## src/rtl/icache_refill_unit_pkg.sv

```systemverilog
// Shared fetch-side parameters for the L1-I refill path: widths, beat count
// and the refill FSM state encoding.
package icache_refill_unit_pkg;

    localparam int SIZE_PC            = 32;
    localparam int CACHE_WIDTH        = 256;
    localparam int MEM_WIDTH          = 64;
    localparam int BEATS              = CACHE_WIDTH / MEM_WIDTH;
    // Instructions delivered per cache block.
    localparam int INSTRUCTION_BUNDLE = 4;

    localparam logic [2:0] IDLE  = 3'd0;
    localparam logic [2:0] REQ   = 3'd1;
    localparam logic [2:0] RECV  = 3'd2;
    localparam logic [2:0] WRITE = 3'd3;
    localparam logic [2:0] HOLD  = 3'd4;

endpackage

```

## src/rtl/icache_refill_unit_if.sv

```systemverilog
// Miss / lower-memory / fill signal bundle for the L1-I refill unit.
// The master side is the refill unit; the slave side is its surroundings.
interface icache_refill_unit_if
    import icache_refill_unit_pkg::*;
#(
    parameter int SIZE_PC     = icache_refill_unit_pkg::SIZE_PC,
    parameter int CACHE_WIDTH = icache_refill_unit_pkg::CACHE_WIDTH,
    parameter int MEM_WIDTH   = icache_refill_unit_pkg::MEM_WIDTH
);

    logic                   miss_i;
    logic [SIZE_PC-1:0]     missAddr_i;
    logic                   memReq_o;
    logic [SIZE_PC-1:0]     memAddr_o;
    logic                   memGnt_i;
    logic                   memValid_i;
    logic [MEM_WIDTH-1:0]   memData_i;
    logic                   wrEnable_o;
    logic [SIZE_PC-1:0]     wrAddr_o;
    logic [CACHE_WIDTH-1:0] instBlock_o;
    logic                   busy_o;

    modport master (
        input  miss_i, missAddr_i, memGnt_i, memValid_i, memData_i,
        output memReq_o, memAddr_o, wrEnable_o, wrAddr_o, instBlock_o, busy_o
    );

    modport slave (
        output miss_i, missAddr_i, memGnt_i, memValid_i, memData_i,
        input  memReq_o, memAddr_o, wrEnable_o, wrAddr_o, instBlock_o, busy_o
    );

endinterface

```

## src/rtl/icache_refill_unit.sv

```systemverilog
// L1-I refill engine: latches a miss, issues one block request, assembles the
// returned beats and writes the block into the cache with a one-cycle strobe.
module icache_refill_unit
    import icache_refill_unit_pkg::*;
#(
    parameter int SIZE_PC     = icache_refill_unit_pkg::SIZE_PC,
    parameter int CACHE_WIDTH = icache_refill_unit_pkg::CACHE_WIDTH,
    parameter int MEM_WIDTH   = icache_refill_unit_pkg::MEM_WIDTH
) (
    input logic                  clk,
    input logic                  reset,
    icache_refill_unit_if.master bus
);

    localparam int NUM_BEATS   = CACHE_WIDTH / MEM_WIDTH;
    localparam int CNT_W       = (NUM_BEATS > 1) ? $clog2(NUM_BEATS) : 1;
    localparam int OFFSET_BITS = $clog2(CACHE_WIDTH / 8);
    localparam logic [SIZE_PC-1:0] OFFSET_MASK = SIZE_PC'((64'd1 << OFFSET_BITS) - 64'd1);

    logic [2:0]             state;
    logic [CNT_W-1:0]       cnt;
    logic [SIZE_PC-1:0]     addr;
    logic [SIZE_PC-1:0]     fillAddr;
    logic [CACHE_WIDTH-1:0] block;
    logic [CACHE_WIDTH-1:0] fillBlock;
    logic [CACHE_WIDTH-1:0] merged;
    logic                   lastBeat;

    // Merging the incoming beat combinationally lets the final beat go straight
    // into the fill register, so the write strobe follows the last beat directly.
    always_comb begin
        merged = block;
        merged[cnt*MEM_WIDTH +: MEM_WIDTH] = bus.memData_i;
    end

    assign lastBeat = bus.memValid_i && (cnt == CNT_W'(NUM_BEATS - 1));

    always_ff @(posedge clk) begin
        if (!reset) begin
            state     <= IDLE;
            cnt       <= '0;
            addr      <= '0;
            block     <= '0;
            fillAddr  <= '0;
            fillBlock <= '0;
        end else begin
            case (state)
                IDLE: begin
                    if (bus.miss_i) begin
                        addr  <= bus.missAddr_i & ~OFFSET_MASK;
                        cnt   <= '0;
                        state <= REQ;
                    end
                end
                REQ: begin
                    if (bus.memGnt_i) begin
                        state <= RECV;
                    end
                end
                RECV: begin
                    if (bus.memValid_i) begin
                        block <= merged;
                        cnt   <= cnt + CNT_W'(1);
                        if (lastBeat) begin
                            fillAddr  <= addr;
                            fillBlock <= merged;
                            state     <= WRITE;
                        end
                    end
                end
                WRITE:   state <= HOLD;
                // One dead cycle so the tag update lands before a repeat miss is seen.
                HOLD:    state <= IDLE;
                default: state <= IDLE;
            endcase
        end
    end

    assign bus.memReq_o    = (state == REQ);
    assign bus.memAddr_o   = addr;
    assign bus.wrEnable_o  = (state == WRITE);
    assign bus.wrAddr_o    = fillAddr;
    assign bus.instBlock_o = fillBlock;
    assign bus.busy_o      = (state != IDLE);

endmodule

```

## src/flat_wrapper.sv

```systemverilog
// flat-port wrapper written by rule: the top's interface ports become plain ports
module icache_refill_unit_flat import icache_refill_unit_pkg::*;
#(
    parameter int SIZE_PC     = icache_refill_unit_pkg::SIZE_PC,
    parameter int CACHE_WIDTH = icache_refill_unit_pkg::CACHE_WIDTH,
    parameter int MEM_WIDTH   = icache_refill_unit_pkg::MEM_WIDTH
)
  (clk, reset, bus_miss_i, bus_missAddr_i, bus_memGnt_i, bus_memValid_i, bus_memData_i, bus_memReq_o, bus_memAddr_o, bus_wrEnable_o, bus_wrAddr_o, bus_instBlock_o, bus_busy_o);
  icache_refill_unit_if #(.SIZE_PC(SIZE_PC), .CACHE_WIDTH(CACHE_WIDTH), .MEM_WIDTH(MEM_WIDTH)) bus_i ();
  input logic clk;
  input logic reset;
  input wire logic [$bits(bus_i.miss_i)-1:0] bus_miss_i;
  input wire logic [$bits(bus_i.missAddr_i)-1:0] bus_missAddr_i;
  input wire logic [$bits(bus_i.memGnt_i)-1:0] bus_memGnt_i;
  input wire logic [$bits(bus_i.memValid_i)-1:0] bus_memValid_i;
  input wire logic [$bits(bus_i.memData_i)-1:0] bus_memData_i;
  output wire logic [$bits(bus_i.memReq_o)-1:0] bus_memReq_o;
  output wire logic [$bits(bus_i.memAddr_o)-1:0] bus_memAddr_o;
  output wire logic [$bits(bus_i.wrEnable_o)-1:0] bus_wrEnable_o;
  output wire logic [$bits(bus_i.wrAddr_o)-1:0] bus_wrAddr_o;
  output wire logic [$bits(bus_i.instBlock_o)-1:0] bus_instBlock_o;
  output wire logic [$bits(bus_i.busy_o)-1:0] bus_busy_o;
  assign bus_i.miss_i = bus_miss_i;
  assign bus_i.missAddr_i = bus_missAddr_i;
  assign bus_i.memGnt_i = bus_memGnt_i;
  assign bus_i.memValid_i = bus_memValid_i;
  assign bus_i.memData_i = bus_memData_i;
  assign bus_memReq_o = bus_i.memReq_o;
  assign bus_memAddr_o = bus_i.memAddr_o;
  assign bus_wrEnable_o = bus_i.wrEnable_o;
  assign bus_wrAddr_o = bus_i.wrAddr_o;
  assign bus_instBlock_o = bus_i.instBlock_o;
  assign bus_busy_o = bus_i.busy_o;
  icache_refill_unit #(.SIZE_PC(SIZE_PC), .CACHE_WIDTH(CACHE_WIDTH), .MEM_WIDTH(MEM_WIDTH)) u_core (.clk(clk), .reset(reset), .bus(bus_i));
endmodule
```

## config.mk

```make
export PLATFORM = sky130hd
export DESIGN_NAME = icache_refill_unit_flat
export DESIGN_NICKNAME = d
export VERILOG_FILES = /design/src/rtl/icache_refill_unit_pkg.sv /design/src/rtl/icache_refill_unit_if.sv /design/src/rtl/icache_refill_unit.sv /design/src/flat_wrapper.sv
export SDC_FILE = /design/constraint.sdc
export NUM_CORES = 1
export LEC_CHECK = 0
export CELL_PAD_IN_SITES_DETAIL_PLACEMENT = 0
export CELL_PAD_IN_SITES_GLOBAL_PLACEMENT = 1
export CORE_UTILIZATION = 39
export CTS_BUF_LIST = sky130_fd_sc_hd__clkbuf_4
export DETAILED_ROUTE_END_ITERATION = 7
export MAX_ROUTING_LAYER = met4
export PLACE_DENSITY = 0.87
export SYNTH_ARGS = -nofsm -noshare
export SYNTH_HDL_FRONTEND = slang
export SYNTH_SLANG_ARGS = --single-unit
```

## constraint.sdc

```tcl
create_clock -name clk -period 2.6 [get_ports clk]
set_clock_uncertainty 0.05 [all_clocks]
set_input_delay 0.26 -clock clk [delete_from_list [all_inputs] [get_ports clk]]
set_output_delay 0.26 -clock clk [all_outputs]
set_load 0.01 [all_outputs]
```

Figure 1. Placed standard cells (run 1).
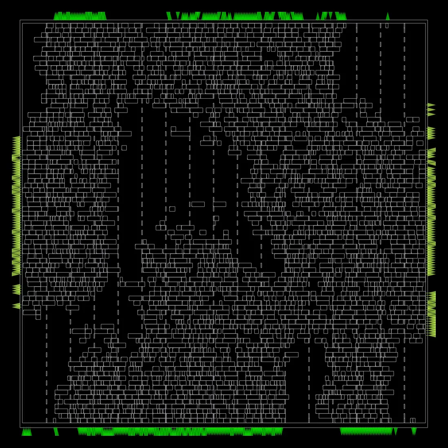
# fillers: 4742
Layout Cells excl Fill: 3552

Figure 2. Gate families picked out (run 1).
Bar = 50 µm.
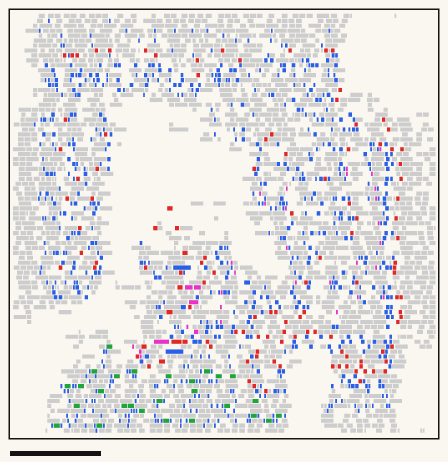
[blue] nand cells | cells: 700 | most used: nand2_1 | where: spread over the die
[red] and/or cells | cells: 120 | most used: and3_1 | where: spread over the die
[green] mux cells | cells: 27 | most used: mux2i_1
[magenta] nor cells | cells: 34 | most used: nor2_1
most frequent logic cell in the layout: dfxtp_1
Comb area share: 34.2%

Figure 3. Wire density map (run 1).
The die is cut into 24 by 24 equal tiles; black is low, pale yellow is high, scaled to the fullest tile. Values are wire area over tile area, all layers added.
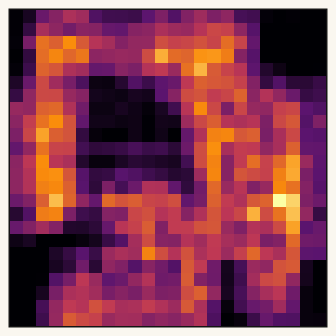
fullest tile: 0.64
mean over tiles: 0.22
tiles over half the peak: 28%
post-detailed-route wirelength per cell: 21.1 µm
Detailed Route WL: 75.0 mm
GR Util All Layers: 27.2%
Via Count: 20.2k

==> summary.txt, run 1 <==
run metrics: status complete, no violations, Residual DRC 0, Reg2Reg Setup Slack ~0.15 ns, die width ~240 µm, Hold Path Depth 3, first-pass GRT wire length approximately 120 mm, Pwr Total roughly 16 mW, unrepaired setup endpoints after global routing no, fin util roughly 53%, Synthesis Warnings 0, Cell Type Count ~44, Clock transition at path regs roughly 0.06 ns, top-level I/O count between 400 and 500, tally of clock buffers in the finished layout between 200 and 250, logic area ~10000 µm², Slowest-stage cell, CP or2_2, placed cell areas 26000 µm², NonClk Buf Share between 20% and 30%, routed vias/inst around 5.7, RR Startpoint u_core.cnt[1], CTS buffer count around 140, Final Max Tran Viols 0, pre-CTS WS 0.231 ns, Slew @ Worst Pin around 1.1 ns, Worst Setup End Kind flip-flop
## run 1: sequential cells by signal, indices dropped and copies added, names as in the netlist
register / count
u_core.cnt: 2
u_core.bus.instBlock_o: 256
u_core.state: 3
u_core.bus.memAddr_o: 27
u_core.block: 192
u_core.bus.wrAddr_o: 27
## run 1: logic make-up (layout without fill, tap and decap cells)
family                     count (synthesis)  after routing
muxes                                     27             27
AOI/OAI and AO/OA                        582            582
other                                      1             14
buffers and inverters                    352            867
adders and majority gates                  5              5
and+or+nand+nor                          854            854
DFF                                      507            507
## run 1: synth_stat cells (all sizes together)
cell type / count / area, µm²
a21boi: 28 / 210
a32o: 52 / 521
and2: 23 / 146
and3: 89 / 557
and3b: 3 / 26.3
and4bb: 1 / 12.5
buf: 104 / 621
clkbuf: 181 / 679
conb: 1 / 3.75
dfxtp: 507 / 10100
ha: 5 / 62.6
inv: 67 / 251
mux2i: 27 / 270
nand2: 383 / 1440
nand2b: 194 / 1210
nand3: 101 / 510
nand3b: 1 / 7.51
nand4: 17 / 106
nand4b: 2 / 17.5
nand4bb: 2 / 22.5
nor2: 29 / 111
nor3: 1 / 5.00
nor3b: 2 / 20.0
nor4b: 2 / 23.8
o2111ai: 103 / 902
o211a: 103 / 1030
o21ai: 18 / 90.1
o221a: 89 / 1000
o22ai: 150 / 938
o31a: 1 / 8.76
o32ai: 38 / 333
or2: 2 / 12.5
or3: 1 / 6.26
or4b: 1 / 10.0
## run 1: cells in the final DEF, fill, tap and decap left out, types with 2 or more instances in the layout
cell / synthesis / final
and2_1: 22 / 19
o211a_1: 103 / 103
and3_1: 89 / 89
o21ai_0: 18 / 18
buf_4: 12 / 51
bufinv_16: 0 / 3
o221a_2: 67 / 67
ha_2: 0 / 3
diode_2: 0 / 4
inv_2: 0 / 6
dfxtp_1: 507 / 505
o32ai_1: 38 / 38
clkinv_2: 0 / 7
o22ai_1: 150 / 150
and2_2: 0 / 2
and3b_1: 3 / 2
mux2i_1: 27 / 27
buf_12: 0 / 25
inv_1: 67 / 67
nand4bb_4: 0 / 2
o2111ai_1: 103 / 103
clkdlybuf4s50_1: 0 / 404
clkinv_1: 0 / 19
nor2_1: 28 / 28
dlygate4sd2_1: 0 / 3
dlygate4sd3_1: 0 / 80
a32o_1: 52 / 52
nand2b_1: 194 / 194
and2_4: 1 / 2
nand2_1: 383 / 382
clkbuf_4: 0 / 201
nand3_1: 100 / 100
o221a_1: 22 / 22
a21boi_0: 28 / 28
conb_1: 1 / 10
dfxtp_2: 0 / 2
nand4b_1: 2 / 2
nand4_1: 17 / 17
## run 1: power breakdown
part / switching (mW) / total, mW / internal, mW
clock: 3.39 / 7.22 / 3.83
combinational: 0.596 / 1.01 / 0.413
sequential: 0.0391 / 7.86 / 7.82
total: 4.03 / 16.1 / 12.1
## run 1: per-layer routing
metal / wire [µm] / up-vias / part of all wire, % / GRT usage (%)
li1: - / 9381 / - / -
met1: 30700 / 9743 / 41 / 31.8
met2: 35400 / 934 / 47 / 42.5
met3: 5580 / 191 / 7.4 / 6.90
met4: 3340 / 0 / 4.4 / 15.1
met5: 0 / - / 0 / -
Figure 4. Clock network drawn from the DEF (run 1).
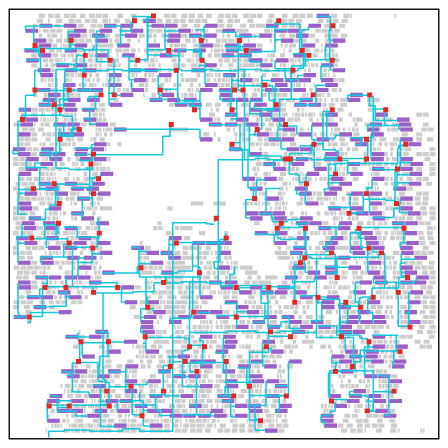

--- run 2 (diff from run 1) ---
--- a/config.mk
+++ b/config.mk
@@ -7,6 +7,7 @@
 export LEC_CHECK = 0
 export CELL_PAD_IN_SITES_DETAIL_PLACEMENT = 0
 export CELL_PAD_IN_SITES_GLOBAL_PLACEMENT = 1
+export CORE_MARGIN = 3
 export CORE_UTILIZATION = 39
 export CTS_BUF_LIST = sky130_fd_sc_hd__clkbuf_4
 export DETAILED_ROUTE_END_ITERATION = 7
==> constraint.sdc (replaced) <==
create_clock -name clk -period 2.5 [get_ports clk]
set_clock_uncertainty 0.05 [all_clocks]
set_input_delay 0.25 -clock clk [delete_from_list [all_inputs] [get_ports clk]]
set_output_delay 0.25 -clock clk [all_outputs]
set_load 0.01 [all_outputs]
Figure 5. Clock network drawn from the DEF (run 2).
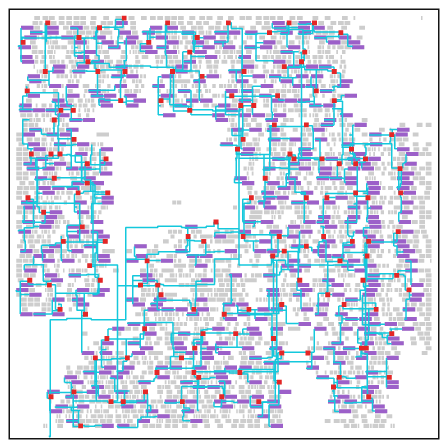
[cyan] clock wires | length: 7410 µm
[purple] flip-flops | count: 507
[red] clock-net drivers | count: 140
flops lie: spread over the die
Worst-Skew Late Latency: 1.01 ns
clock power share: 44.2%
Power Clock: 7.32 mW

Figure 6. Gate families picked out (run 2).
Bar = 50 µm.
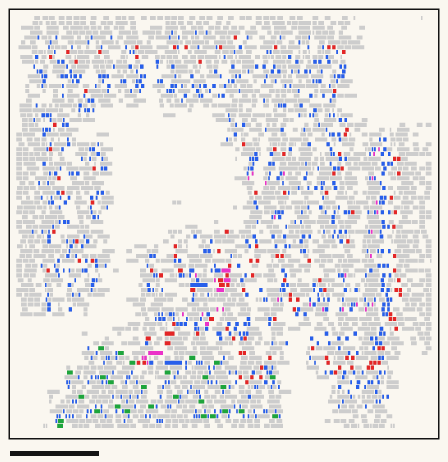
[blue] nand cells | cells: 700 | most used: nand2_1 | where: spread over the die
[magenta] nor cells | cells: 34 | most used: nor2_1
[red] and/or cells | cells: 120 | most used: and3_1 | where: spread over the die
[green] mux cells | cells: 27 | most used: mux2i_1
Comb area share: 33.9%
Layout Cells excl Fill: 3573

Figure 7. Placed standard cells (run 2).
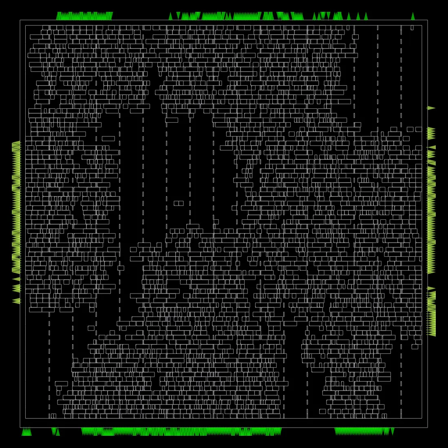
fin util: 53.2%
num tapcells: 696

==> run 2 against run 1 <==
Effect of this change:
- sequential power increased by 3.9%
- cell area rose by 0.65%
- fmax rose by 2.0%
- sequential cell count is the same
- critical path depth unchanged
- synthesized cell count did not move
- wire length grew 4.0%
- setup slack worse by 0.051 ns
- critical endpoint is now u_core.block[50]
- largest cell class unchanged
- highest routed layer unchanged
==> summary.txt, run 2 <==
run metrics: status complete, no violations (unchanged), Post-synth top cells dfxtp_1 (507), nand2_1 (383), nand2b_1 (194) (unchanged), CTS tree done (unchanged), routed vias/inst 5.75 (was 5.70), Combinational Power Share 6.5% (was 6.3%), Switching Fraction 25.4% (was 25.0%), CTS buffer count 140 (was 138), post-detailed-route wirelength per cell 21.8 µm (was 21.1 µm), GR Util All Layers 27.2% (about the same), unrepaired setup endpoints after global routing no (unchanged), Largest type area fraction 47.6% (unchanged), Slowest-stage cell, CP or2_4 (was or2_2), Residual DRC 0 (unchanged), max reg flops 256 (unchanged), logic area 9740 µm² (unchanged), Worst Setup End Kind flip-flop (unchanged), Via Count 20.5k (was 20.2k), Core Box Area 53900 µm² (unchanged), share of flip-flops with an asynchronous set or reset 0% (unchanged), EDFF count, synth 0 (unchanged), first-pass GRT wire length 118 mm (was 115 mm), Detailed Route WL 78.1 mm (was 75.0 mm), most frequent logic cell in the layout dfxtp_1 (unchanged), Clock transition at path regs 0.06 ns (about the same), CTS sink cnt 507 (unchanged), ranking of synthesized cells by area dfxtp_1 (48%), nand2_1 (6.7%), nand2b_1 (5.7%), o211a_1 (4.8%), o22ai_1 (4.4%) (unchanged), # fillers 4757 (was 4742), Final Max Tran Viols 0 (unchanged), Yosys top cell by instances dfxtp_1 (unchanged), Slew @ Worst Pin 1.06 ns (was 1.13 ns), pre-CTS WS 0.144 ns (was 0.231 ns), Commonest flop dfxtp_1 (unchanged), most numerous logic cells after layout dfxtp_1 (504), clkdlybuf4s50_1 (404), nand2_1 (382), clkbuf_4 (195), nand2b_1 (194) (was dfxtp_1 (505), clkdlybuf4s50_1 (404), nand2_1 (382), clkbuf_4 (201), nand2b_1 (194)), top-level I/O count 424 (unchanged), Int Pwr 12.4 mW (was 12.1 mW), Sequential Power Share 49.3% (was 48.8%), post-route setup TNS 0 ns (unchanged)
[run 2: cell counts after synthesis]
No cell type changed its count.
[run 2: cell type report]
cell class | count | area share (%)
antenna | 4 | 0.0349
inverter | 67 | 0.876
clock inverter | 39 | 0.754
clock buffer | 195 | 5.10
sequential | 507 | 35.4
timing repair buffer | 587 | 20.9
tap | 696 | 3.03
multi-input combinational | 1478 | 33.9
[run 2: final timing paths]
path / end / depth (start not counted) / start
worst max-delay path: u_core.block[50] / 5 / u_core.cnt[1]
worst min-delay path: u_core.block[19] / 3 / bus_memData_i[19]
worst max register to register: u_core.block[50] / 5 / u_core.cnt[1]
worst min register to register: u_core.bus.wrAddr_o[19] / 2 / u_core.bus.wrAddr_o[19]
[run 2: stage by stage]
stage                     power [mW]  utilization (%)  cell area (µm²)
after detailed placement        9.28             48.5            26100
after CTS                       16.7             53.2            28700
after floorplan                 8.79                -            21400
final                           16.6             53.2            28700
after global placement          9.27             48.5            26100
after global routing            17.2             53.2            28700
[run 2: tightest hold or removal path, cell delays in order]
cell             delay, ns
clkdlybuf4s50_1       0.60
nand2_1               0.16
o22ai_1               0.10
[run 2: what timing repair did]
item / in CTS / in global routing
hold buffers: 88 / 0
resized: 7 / 0
setup endpoints to repair: 3 / 0
endpoints found under the hold margin: 464 / 0
[run 2: kinds of logic (layout without fill, tap and decap cells)]
group | Yosys count | in the layout | synth area share (%)
other | 1 | 14 | 0.0176
adder cells (fa/ha/maj) | 5 | 5 | 0.293
buffers and inverters | 352 | 888 | 7.28
AND/OR/NAND/NOR | 854 | 854 | 19.9
multiplexers | 27 | 27 | 1.27
flip-flops | 507 | 507 | 47.6
AND-OR/OR-AND | 582 | 582 | 23.6
[run 2: power groups by stage]
| stage | Clock, mW | Combinational [mW] | Sequential, mW |
|---|---|---|---|
| after floorplan | 0 | 0.439 | 8.35 |
| after global placement | 0 | 0.922 | 8.35 |
| after detailed placement | 0 | 0.936 | 8.35 |
| after CTS | 7.50 | 1.06 | 8.17 |
| after global routing | 7.93 | 1.13 | 8.17 |
| final | 7.32 | 1.07 | 8.17 |
[run 2: layer usage]
metal  GRT usage [%]  share of wire (%)  vias to the layer above
li1                -                  -                     9424
met1            32.1                 40                     9926
met2            42.9                 47                      945
met3            6.33                7.2                      234
met4            15.0                5.2                        0
met5               -                  0                        -
No activity file was given, so power comes from the tool's default toggle rates.
